`src/rtl/wisc_pkg.sv`:
```
// rtl/wisc_pkg.sv - shared WISC-15 opcodes, branch conditions and fetch states
package wisc_pkg;

  localparam int PC_W_DEF = 16;

  localparam logic [3:0] OP_ADD  = 4'b0000;
  localparam logic [3:0] OP_SUB  = 4'b0001;
  localparam logic [3:0] OP_AND  = 4'b0010;
  localparam logic [3:0] OP_NOR  = 4'b0011;
  localparam logic [3:0] OP_SLL  = 4'b0100;
  localparam logic [3:0] OP_SRL  = 4'b0101;
  localparam logic [3:0] OP_SRA  = 4'b0110;
  localparam logic [3:0] OP_LW   = 4'b0111;
  localparam logic [3:0] OP_SW   = 4'b1000;
  localparam logic [3:0] OP_LHB  = 4'b1001;
  localparam logic [3:0] OP_LLB  = 4'b1010;
  localparam logic [3:0] OP_RSV  = 4'b1011;
  localparam logic [3:0] OP_B    = 4'b1100;
  localparam logic [3:0] OP_CALL = 4'b1101;
  localparam logic [3:0] OP_RET  = 4'b1110;
  localparam logic [3:0] OP_HLT  = 4'b1111;

  localparam logic [2:0] CC_NEQ    = 3'b000;
  localparam logic [2:0] CC_EQ     = 3'b001;
  localparam logic [2:0] CC_GT     = 3'b010;
  localparam logic [2:0] CC_LT     = 3'b011;
  localparam logic [2:0] CC_GTE    = 3'b100;
  localparam logic [2:0] CC_LTE    = 3'b101;
  localparam logic [2:0] CC_OVFL   = 3'b110;
  localparam logic [2:0] CC_UNCOND = 3'b111;

  typedef enum logic [1:0] {
    IDLE  = 2'd0,
    FETCH = 2'd1,
    EXEC  = 2'd2,
    HALT  = 2'd3
  } fetch_state_e;

endpackage

```
`src/rtl/branch_cond.sv`:
```
// rtl/branch_cond.sv - branch condition evaluation from cond code and Z/V/N flags
module branch_cond
  import wisc_pkg::*;
(
  input  logic [2:0] cond,
  input  logic       flag_z,
  input  logic       flag_v,
  input  logic       flag_n,
  output logic       take
);

  always_comb begin
    take = 1'b0;
    case (cond)
      CC_NEQ:    take = !flag_z;
      CC_EQ:     take = flag_z;
      CC_GT:     take = !flag_z && !flag_n;
      CC_LT:     take = flag_n;
      CC_GTE:    take = flag_z || !flag_n;
      CC_LTE:    take = flag_n || flag_z;
      CC_OVFL:   take = flag_v;
      CC_UNCOND: take = 1'b1;
      default:   take = 1'b0;
    endcase
  end

endmodule

```
`src/rtl/fetch_sequencer.sv`:
```
// rtl/fetch_sequencer.sv - WISC-15 instruction fetch and PC sequencing stage
module fetch_sequencer
  import wisc_pkg::*;
#(
  parameter int              PC_W     = PC_W_DEF,
  parameter logic [PC_W-1:0] RESET_PC = '0
) (
  input  logic            clk,
  input  logic            rst_n,
  output logic            imem_req,
  output logic [PC_W-1:0] imem_addr,
  input  logic            imem_rdy,
  input  logic [15:0]     imem_data,
  output logic [15:0]     inst,
  output logic            inst_valid,
  output logic [PC_W-1:0] pc,
  output logic [PC_W-1:0] pc_plus1,
  input  logic            branch,
  input  logic            call,
  input  logic            ret,
  input  logic            halt,
  input  logic            flag_z,
  input  logic            flag_v,
  input  logic            flag_n,
  input  logic [PC_W-1:0] ret_addr,
  input  logic            ex_stall,
  output logic            halted
);

  fetch_state_e    state_q, state_d;
  logic [PC_W-1:0] pc_q, pc_d;
  logic [15:0]     inst_q, inst_d;
  logic [PC_W-1:0] call_off, br_off;
  logic            br_take;

  assign pc_plus1 = pc_q + PC_W'(1);
  assign call_off = {{(PC_W-12){inst_q[11]}}, inst_q[11:0]};
  assign br_off   = {{(PC_W-9){inst_q[8]}}, inst_q[8:0]};

  branch_cond u_branch_cond (
    .cond   (inst_q[11:9]),
    .flag_z (flag_z),
    .flag_v (flag_v),
    .flag_n (flag_n),
    .take   (br_take)
  );

  always_ff @(posedge clk or negedge rst_n) begin
    if (!rst_n) begin
      state_q <= IDLE;
      pc_q    <= RESET_PC;
      inst_q  <= 16'h0000;
    end else begin
      state_q <= state_d;
      pc_q    <= pc_d;
      inst_q  <= inst_d;
    end
  end

  // Strobes only matter on the edge that leaves EXEC; a stall keeps everything frozen.
  always_comb begin
    state_d = state_q;
    pc_d    = pc_q;
    inst_d  = inst_q;
    case (state_q)
      IDLE:  state_d = FETCH;
      FETCH: begin
        if (imem_rdy) begin
          inst_d  = imem_data;
          state_d = EXEC;
        end
      end
      EXEC: begin
        if (!ex_stall) begin
          if (halt) begin
            state_d = HALT;
          end else begin
            state_d = FETCH;
            if (ret)                  pc_d = ret_addr;
            else if (call)            pc_d = pc_plus1 + call_off;
            else if (branch && br_take) pc_d = pc_plus1 + br_off;
            else                      pc_d = pc_plus1;
          end
        end
      end
      HALT:    state_d = HALT;
      default: state_d = IDLE;
    endcase
  end

  assign imem_req   = (state_q == FETCH);
  assign imem_addr  = pc_q;
  assign inst       = inst_q;
  assign inst_valid = (state_q == EXEC);
  assign pc         = pc_q;
  assign halted     = (state_q == HALT);

endmodule

```
`config.mk`:
```
export PLATFORM = sky130hd
export DESIGN_NAME = fetch_sequencer
export DESIGN_NICKNAME = d
export VERILOG_FILES = /design/src/rtl/wisc_pkg.sv /design/src/rtl/branch_cond.sv /design/src/rtl/fetch_sequencer.sv
export SDC_FILE = /design/constraint.sdc
export NUM_CORES = 1
export LEC_CHECK = 0
export CAP_MARGIN = 20
export CORE_ASPECT_RATIO = 1.5
export CORE_UTILIZATION = 42
export DETAILED_ROUTE_END_ITERATION = 8
export PLACE_DENSITY = 0.78
export SLEW_MARGIN = 20
export SYNTH_ARGS = -nofsm -noshare
export SYNTH_HDL_FRONTEND = slang
export SYNTH_HIERARCHICAL = 1
export SYNTH_SLANG_ARGS = --single-unit
export TNS_END_PERCENT = 1
```
`constraint.sdc`:
```
create_clock -name clk -period 3.06 [get_ports clk]
set_clock_uncertainty 0.05 [all_clocks]
set_input_delay 0.612 -clock clk [delete_from_list [all_inputs] [get_ports clk]]
set_output_delay 0.612 -clock clk [all_outputs]
set_load 0.005 [all_outputs]
```
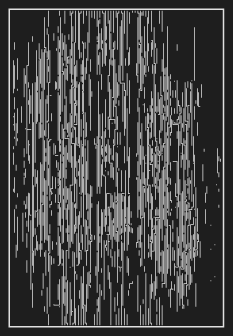
*The metal 2 layer*
The layer carries 6010 µm of wire. The layer holds 55% of the routed length.
routed vias: 3536
final wirelength: 10.9 mm
GRT met2 Usage: 0.527

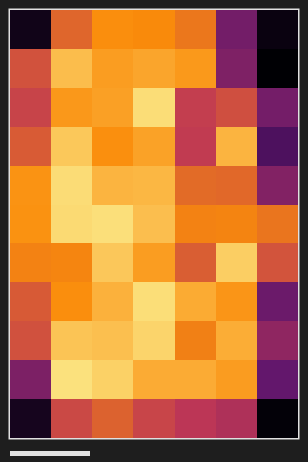
*Placement density heat map*
Scale bar: 20 µm. 7 x 11 tiles, from black (low) to pale yellow (high), 0 to 100% covered.
2.6% of the tiles are nearly empty. 48% of the tiles are over 75% full. The mean over all tiles is 65%. The emptiest ninth of the die: upper right. The fullest tile reaches 94%.
Finished Core Util: 0.715
core area: 7230 µm²

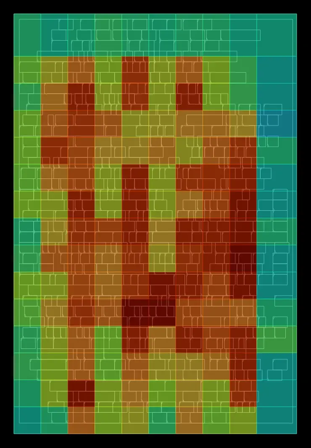
*Congestion heat map*
met1 GRT Util: 0.290
met3 Usage GRT: 0.0318
Routed WL per cell: 17.0 µm

==> impl_metrics.py <==
# Generated from Yosys and OpenROAD reports
metrics = {
    "drt": {
        "ant_nets": 0,
        "drt-met1-wl_mm": 3.96,
        "top_layer": "met4",
        "drc_errors": 0,
        "wl_met2_mm": 6.01,
        "dr.first_iter.drc_count": 192,
        "viasPerCell": 5.53,
    },
    "layout": {
        "comb_area_um2": 2280,
        "final.clkbuf_count": 7,
        "fillers": 560,
        "inverters": 6,
        "num-multi-input-gates": 290,
        "seq-cell-share": 0.165,
        "largest_class": "multi-input combinational cells",
        "n_antenna_cell": 0,
        "ff_latch_area_um2": 852,
        "layout_top_cell": "clkdlybuf4s50_1",
        "synthToLayoutAreaGrowth_pct": 65.9,
        "buf_share": 0.347,
        "final_cells": 640,
        "drive_gt1_frac": 0.281,
        "nNonClkBuffers": 202,
        "most-common-layout-cells": "clkdlybuf4s50_1 (105), buf_4 (93), dfrtp_1 (33)",
    },
    "place": {
        "portBuffers": 109,
        "dp_cells": 617,
        "gp_congestion": 0.978,
    },
    "clock_tree": {
        "hold_buffers": 0,
        "clock-sinks": 34,
        "htreeDepth": 2,
        "clock-root-buffer": "clkbuf_8",
        "worstSkewPairLatency_ns": 0.30,
        "cts_tree": "built",
        "cts.clk_slew.worst_paths_ns": 0.07,
        "cts_max_path_buffers": 2,
    },
    "floorplanning": {
        "tapCellCount": 100,
        "die_y_um": 107,
        "die_area_um2": 7770,
        "initial_core_util": 0.431,
    },
    "yosys": {
        "top_area_cell": "dfrtp_1",
        "synthCells": 355,
        "ys_top_cells_by_count": "dfrtp_1 (34), nand2_1 (32), o21ai_0 (31)",
        "netlist-cell-type-count": 53,
        "ys_area_um2": 3110,
        "ys_cells": 355,
        "most_common_cell": "dfrtp_1",
        "syn_area_um2": 3110,
        "async_reset_ff_frac": 1.00,
        "synth_warnings": 6,
        "area_leaders": "dfrtp_1 (27%), ha_1 (10%), mux2_2 (5.8%)",
        "postSynthSeqShare": 0.273,
        "fp_nets": 424,
    },
    "sta": {
        "worst_slew_pin_slew_ns": 0.829,
        "fin_hold_ws_ns": 0.362,
        "rsz0062_at_grt": "yes",
        "hold_viol": 0,
        "post-route-period-util": 1.07,
        "finalSetupViolCount": 7,
        "worst_slack_ns": -0.216,
        "fmax_mhz": 305,
    },
    "run": {
        "cap_violations": 0,
        "warnings": 32,
    },
    "power_and_ir_drop": {
        "power_leader": "combinational logic",
        "sw_frac_of_total": 0.376,
        "p_int_mw": 1.62,
        "power.switching_mw": 0.979,
        "p_seq_mw": 0.609,
        "power_frac_clock": 0.138,
        "peakVddDrop_mv": 0.348,
        "pwr-share-comb": 0.628,
        "pwr.group.combinational_mw": 1.63,
        "seqPwrFrac": 0.234,
    },
    "critical_path": {
        "cp_max_fo": 5,
        "endpoint_kind": "flop",
        "worstSetupPathType": "flop to flop",
        "slowest_delay_ns": 0.40,
        "crit_chain": "nand3_1 > nor3_1 > xor2_1 > buf_4 > ha_1 > o21ai_1 > o21ai_1 > o211ai_1 > a31oi_1 > xor2_1 > a22oi_2 > xnor2_1 > a221o_1",
        "required_ns": 3.19,
        "crit_family": "AND-OR/OR-AND gates",
        "cp-start-kind": "flop",
        "critical_path_buf_inv_count": 1,
    },
    "global_routing": {
        "grt_start_max_net_pins": 35,
        "top_usage_layer": "met2",
        "grt_pass1_vias": 3514,
    },
    "run_status": {
        "status": "complete, but fails checks",
        "violations": "setup timing",
    },
}
kinds of logic (layout without fill, tap and decap cells):
logic type	count (synthesis)	in the layout	synth area share
buf+inv	31	216	0.0591
xor+xnor	32	32	0.0924
mux	26	26	0.0900
fa+ha+maj	26	26	0.107
compound gates	101	101	0.207
flops	34	34	0.273
simple gates	105	105	0.172
path summary, 6_finish.rpt:
| path | start | end | slack [ns] | cells past startpoint |
|---|---|---|---|---|
| setup / recovery | imem_addr[2] | imem_addr[15] | -0.22 | 13 |
| hold / removal | rst_n | inst[15] | 0.36 | 1 |
| setup reg to reg | imem_addr[2] | imem_addr[15] | -0.22 | 13 |
| hold reg to reg | inst[13] | inst[13] | 0.46 | 1 |
| max in group asynchronous | rst_n | imem_addr[0] | 2.03 | 1 |
| min in group clk | inst[13] | inst[13] | 0.46 | 1 |
Power figures rest on the tool's default switching activity, not on a simulated workload.
